## config.mk

```make
export PLATFORM = sky130hd
export DESIGN_NAME = llc_multi
export DESIGN_NICKNAME = d
export VERILOG_FILES = /design/src/rtl/llc_multi.sv
export SDC_FILE = /design/constraint.sdc
export NUM_CORES = 1
export LEC_CHECK = 0
export ABC_AREA = 1
export ABC_CLOCK_PERIOD_IN_PS = 2100
export CAP_MARGIN = 5
export CORE_AREA = 2 2 118 120
export CTS_CLUSTER_SIZE = 30
export DETAILED_ROUTE_END_ITERATION = 7
export DIE_AREA = 0 0 120 122
export PLACE_DENSITY = 0.65
export SLEW_MARGIN = 40
export SYNTH_ARGS = -nofsm -noshare
export SYNTH_HDL_FRONTEND = slang
export SYNTH_SLANG_ARGS = --single-unit
```

## constraint.sdc

```tcl
create_clock -name clock -period 2.1 [get_ports clock]
set_clock_uncertainty 0.15 [all_clocks]
set_input_delay 0.42 -clock clock [delete_from_list [all_inputs] [get_ports clock]]
set_output_delay 0.42 -clock clock [all_outputs]
set_load 0.01 [all_outputs]
```

## src/rtl/llc_multi.sv

```systemverilog
// Multi-filter CAN logic link control: TX sequencing plus NUM_FILT acceptance filters with per-mailbox overflow.
// Optional LLC_MULTI_PROMISCUOUS_EN adds a 'promiscous' input that routes every received frame to mailbox 0.
module llc_multi #(
  parameter  int NUM_FILT = 4,
  localparam int IDX_W    = $clog2(NUM_FILT)
) (
  input  logic                  clock,
  input  logic                  reset,
`ifdef LLC_MULTI_PROMISCUOUS_EN
  input  logic                  promiscous,
`endif
  input  logic                  initreqr,
  input  logic                  traregbit,
  input  logic                  sucfrecvc,
  input  logic                  sucftranc,
  input  logic                  sucfrecvr,
  input  logic                  sucftranr,
  input  logic                  extended,
  input  logic [28:0]           idrec,
  input  logic [29*NUM_FILT-1:0] filt_id,
  input  logic [29*NUM_FILT-1:0] filt_mask,
  input  logic [NUM_FILT-1:0]   filt_ext,
  input  logic [NUM_FILT-1:0]   filt_en,
  input  logic [NUM_FILT-1:0]   mbx_full,
  output logic                  activtreg,
  output logic [NUM_FILT-1:0]   activrreg,
  output logic                  activgreg,
  output logic                  ldrecid,
  output logic [IDX_W-1:0]      hit_idx,
  output logic                  sucftrano,
  output logic                  sucfrecvo,
  output logic [NUM_FILT-1:0]   overflowo,
  output logic                  trans,
  output logic                  load,
  output logic                  actvtsft,
  output logic                  actvtcap,
  output logic                  resettra,
  output logic                  resetall
);

  typedef enum logic [2:0] {
    RESET, IDLE, TX_LOAD, TX_ACTIVE, TX_DONE, RX_CHECK, RX_STORE
  } state_t;

  state_t             state, state_nxt;
  logic               tx_pending, tx_pending_nxt;
  logic [NUM_FILT-1:0] match_p0;
  logic [IDX_W-1:0]   hit_idx_p0, hit_idx_p1;

  // Standard frames carry their 11-bit identifier in bits [28:18].
  function automatic logic filt_hit(input logic [28:0] id, input logic ext,
                                    input logic [28:0] fid, input logic [28:0] fmask,
                                    input logic fext, input logic fen);
    logic [28:0] cmpmask;
    cmpmask = ext ? 29'h1FFF_FFFF : 29'h1FFC_0000;
    return fen && (fext == ext) && (((id ^ fid) & fmask & cmpmask) == 29'h0);
  endfunction

  // Stage p0: filter compare and lowest-index priority encode
  always_comb begin
    match_p0 = '0;
    for (int k = 0; k < NUM_FILT; k++)
      match_p0[k] = filt_hit(idrec, extended, filt_id[29*k +: 29], filt_mask[29*k +: 29],
                             filt_ext[k], filt_en[k]);
`ifdef LLC_MULTI_PROMISCUOUS_EN
    if (promiscous)
      match_p0 = NUM_FILT'(1);
`endif
    hit_idx_p0 = '0;
    for (int k = NUM_FILT - 1; k >= 0; k--)
      if (match_p0[k])
        hit_idx_p0 = IDX_W'(k);
  end

  // Stage p1: state, pending-transmit flag and registered hit index
  always_ff @(posedge clock) begin
    if (reset) begin
      state      <= IDLE;
      tx_pending <= 1'b0;
      hit_idx_p1 <= '0;
    end else begin
      state      <= state_nxt;
      tx_pending <= tx_pending_nxt;
      if (state == RX_CHECK)
        hit_idx_p1 <= hit_idx_p0;
    end
  end

  assign hit_idx = hit_idx_p1;

  always_comb begin
    state_nxt      = state;
    tx_pending_nxt = tx_pending;
    case (state)
      RESET:     state_nxt = IDLE;
      IDLE: begin
        if (sucfrecvc)      state_nxt = RX_CHECK;
        else if (traregbit) state_nxt = TX_LOAD;
      end
      TX_LOAD:   state_nxt = TX_ACTIVE;
      TX_ACTIVE: begin
        if (sucftranc) begin
          state_nxt = TX_DONE;
        end else if (sucfrecvc) begin
          state_nxt      = RX_CHECK;
          tx_pending_nxt = 1'b1;
        end
      end
      TX_DONE:   state_nxt = IDLE;
      RX_CHECK: begin
        if (|match_p0) begin
          state_nxt = RX_STORE;
        end else begin
          state_nxt      = (tx_pending && traregbit) ? TX_LOAD : IDLE;
          tx_pending_nxt = 1'b0;
        end
      end
      RX_STORE: begin
        state_nxt      = (tx_pending && traregbit) ? TX_LOAD : IDLE;
        tx_pending_nxt = 1'b0;
      end
      default:   state_nxt = IDLE;
    endcase
    if (initreqr) begin
      state_nxt      = RESET;
      tx_pending_nxt = 1'b0;
    end
  end

  always_comb begin
    activtreg = 1'b0;
    activrreg = '0;
    activgreg = 1'b0;
    ldrecid   = 1'b0;
    sucftrano = 1'b0;
    sucfrecvo = 1'b0;
    overflowo = '0;
    trans     = 1'b0;
    load      = 1'b0;
    actvtsft  = 1'b0;
    actvtcap  = 1'b0;
    resettra  = 1'b0;
    resetall  = 1'b0;
    case (state)
      RESET: begin
        resettra = 1'b1;
        resetall = 1'b1;
      end
      TX_LOAD: begin
        load     = 1'b1;
        actvtsft = 1'b1;
        actvtcap = 1'b1;
      end
      TX_ACTIVE: begin
        trans    = 1'b1;
        actvtsft = 1'b1;
        actvtcap = 1'b1;
      end
      TX_DONE: begin
        sucftrano = 1'b1;
        sucfrecvo = sucfrecvr;
        activtreg = 1'b1;
        activgreg = 1'b1;
        resettra  = 1'b1;
      end
      RX_STORE: begin
        activrreg[hit_idx_p1] = 1'b1;
        activgreg             = 1'b1;
        sucfrecvo             = 1'b1;
        sucftrano             = sucftranr;
        // A full mailbox keeps its old frame; flag the loss instead of loading.
        if (mbx_full[hit_idx_p1]) overflowo[hit_idx_p1] = 1'b1;
        else                      ldrecid               = 1'b1;
      end
      default: ;
    endcase
    // The MAC is also held in reset during the controller's own reset cycle.
    if (reset) begin
      resettra = 1'b1;
      resetall = 1'b1;
    end
  end

endmodule

```

==> Slide: Implementation Results <==
Physical Implementation Snapshot

Run status
  • Status: complete, no violations

Worst setup path
  • Crit. End Element: primary output
  • Setup CP Type: reg -> out
  • Data required, critical path: 1.53 ns
  • Critical R2R Launch: state[2]$_SDFFE_PP0P_
  • Critical Path Fanout Max: 4
  • Crit. Startpoint: state[2]$_SDFFE_PP0P_
  • CP startpoint kind: flip-flop
  • WP data arrival: 1.48 ns

Routing
  • ANT nets after route: 0
  • Metal-1 WL: 6060 µm
  • Routed met3 length: 1190 µm
  • Via/cell ratio: 4.40
  • DR pass1 iterations: 4
  • Top Layer Used: met4
  • Met2 routed WL: 7950 µm
  • DR iter-0 viols: 190
  • # DRC: 0

Synthesis
  • Yosys stat area: 3090 µm²
  • Yosys cell count: 664
  • Post-synthesis async set-or-reset flop share: 0%
  • Yosys top cell area share: 31.7%
  • Cell with the most instances after synthesis: nand2_1
  • Mean post-synth cell area: 4.65 µm²
  • Area leader, netlist: nand2_1
  • Synth area leaders: nand2_1 32%, inv_1 14%, nand4_1 12%
  • Register area share after synthesis: 3.89%
  • Post-synth top cells: 261 x nand2_1, 112 x inv_1, 65 x nand3_1
  • Post-synth regs: 6
  • Synth cell types: 30
  • Floorplan Nets: 946
  • Gate Count Post-Synth: 664
  • Cell Area, Synth: 3090 µm²
  • Number of synthesized flops with an enable pin: 0
  • YS warnings: 0
  • Main flop type: dfxtp_1

Hold path
  • HP Start: tx_pending$_SDFFE_PP0P_
  • Worst Hold Class: reg -> reg

Placed design
  • Placer congestion estimate: 0.877
  • Area after DPL: 6460 µm²
  • Pre-CTS WS: -0.340 ns
  • Dpl hpwl: 13700 µm
  • Buffers added on ports: 302

Die
  • Die width: 120 µm
  • Die Height: 122 µm
  • Site Rows: 43
  • FP Core Util: 22.9%
  • Core ar.: 13500 µm²
  • Total die size: 14600 µm²
  • IO Pins: 303

STA
  • Relative slew slack: 75.7%
  • Max Fclk: 488 MHz
  • Max-slew violation count: 0
  • Fin crit share: 97.7%
  • Final WS setup: 0.0488 ns
  • Tmin final: 2.05 ns
  • Worst slew pin tran: 0.362 ns
  • Hold slack final: 0.314 ns
  • Final Setup Violations: 0
  • RSZ-0062 raised after global routing: yes
  • Final Hold Viols: 0

Clock tree
  • Clk sinks: 6
  • CTS H-Tree Depth: 1
  • Clk ins delay skew pair: 0.23 ns
  • Max Root-Sink Buffers: 2
  • TritonCTS Buffers: 3
  • Root Driver: clkbuf_16
  • Clk pin slew, worst setup/hold paths: 0.03 ns
  • CTS tree: built
  • # hold bufs at CTS: 0

Pwr
  • Design Power: 1.54 mW
  • Peak VDD IR: 0.224 mV
  • Pleak: 3.75 nW
  • Power per Cell Area: 227 nW/µm²

Flow run
  • Max Cap Violations: 0
  • Log Warnings: 27

Layout
  • Nets: 1273
  • Layout area overhead: 120%
  • N_diodes: 0
  • Share of layout cells above drive strength 1: 10.6%
  • Final instance area: 6790 µm²

Global routing
  • Global route overflow: 0
  • Antenna violations before repair: 0
  • First-pass GRT wire length: 23400 µm
  • Largest net degree at the start of global routing: 25
  • Number of global-route vias before repair: 4973
==> flip-flops by register name, summed over array words and instances (netlist names) <==
| name | count |
|---|---|
| tx_pending | 1 |
| state | 3 |
| hit_idx | 2 |
==> metrics by stage <==
step	TNS (ns)	std cells	util, %
finish	0	1169	50.3
detailed placement	-2.55	1165	47.9
floorplan	0	664	-
global placement	-2.36	1165	47.9
CTS	0	1168	48.1
global route	-0.0192	1169	50.3
==> layer usage <==
| metal | GRT usage [%] | vias up |
|---|---|---|
| li1 | - | 2759 |
| met1 | 21.5 | 2169 |
| met2 | 39.3 | 201 |
| met3 | 4.31 | 16 |
| met4 | 3.60 | 0 |
| met5 | 0 | - |
==> what timing repair did <==
item	4_1_cts	5_1_grt
endpoints found under the hold margin	0	0
resized	53	105
setup buffers	0	1
setup endpoints to repair	20	12
pin swaps	10	65
==> area by class of cell <==
type / count / area [µm²]
fill: 1438 / 6710
clock buffer: 3 / 75.1
tap: 180 / 225
timing repair buffer: 332 / 3330
inverter: 122 / 460
multi-input combinational: 526 / 2580
sequential: 6 / 121
==> report_power, final <==
group          leakage (nW)  switching, mW  internal, mW
Combinational          3.66          0.457         0.650
Clock                0.0370         0.0634         0.244
Sequential           0.0493        0.00494         0.119
Total                  3.75          0.525          1.01
==> layout by cell type (no fill, tap or decap), types with 2 or more instances in the layout <==
cell	count
clkdlybuf4s15_1	2
nor2_1	40
clkdlybuf4s50_1	206
o21ai_1	16
clkbuf_16	3
clkbuf_2	3
nor3_1	5
nor2_4	2
nand2_2	4
dlymetal6s2s_1	53
dfxtp_1	5
or2_1	26
a21oi_2	5
o21ai_0	5
buf_4	28
xor2_1	4
nand3_1	52
nand3_2	14
a21oi_1	5
dlygate4sd2_1	37
nand2_1	258
or2_0	2
nand4_1	57
inv_2	15
nor2_2	16
o21ai_2	5
inv_1	106
==> worst max-delay path: stages, from the launching register on <==
cell	delay (ns)
dfxtp_1	0.32
buf_4	0.15
nor2_2	0.11
buf_4	0.13
clkdlybuf4s50_1	0.54
==> final timing paths <==
path / to / slack (ns) / cells past startpoint
worst max register to register: state[0]$_SDFFE_PP1P_ / 0.25 / 12
worst min register to register: tx_pending$_SDFFE_PP0P_ / 0.31 / 2
worst max-delay path: actvtsft / 0.05 / 4
worst min-delay path: tx_pending$_SDFFE_PP0P_ / 0.31 / 2
==> logic make-up after synthesis <==
logic type      Yosys count  synth area share (%)
buf+inv                 132                  18.1
compound gates           41                  7.21
flops                     6                  3.89
xor+xnor                  4                  1.13
simple gates            481                  69.7
Fig. 1: congestion heat map
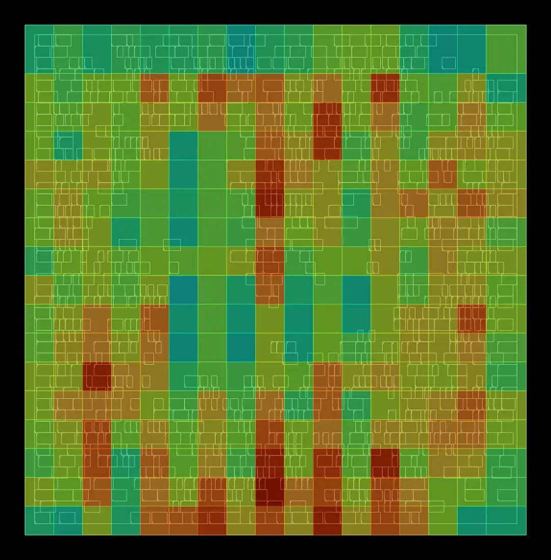
DR WL/cell: 13.2 µm
gr usage total: 19.8%
gr busiest metal: met2
met1 usage: 21.5%
M3 GR Usage: 4.31%

Fig. 2: metal layers overlaid
Scale bar: 20 µm.
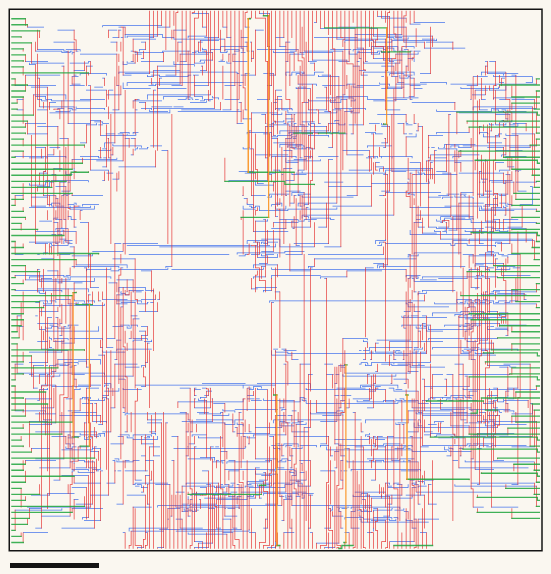
color	layer	wire length
blue	metal 1	6060 µm
green	metal 3	1190 µm
orange	metal 4	260 µm
red	metal 2	7950 µm
Via Count: 5145
final WL: 15500 µm

Power figures rest on the tool's default switching activity, not on a simulated workload.
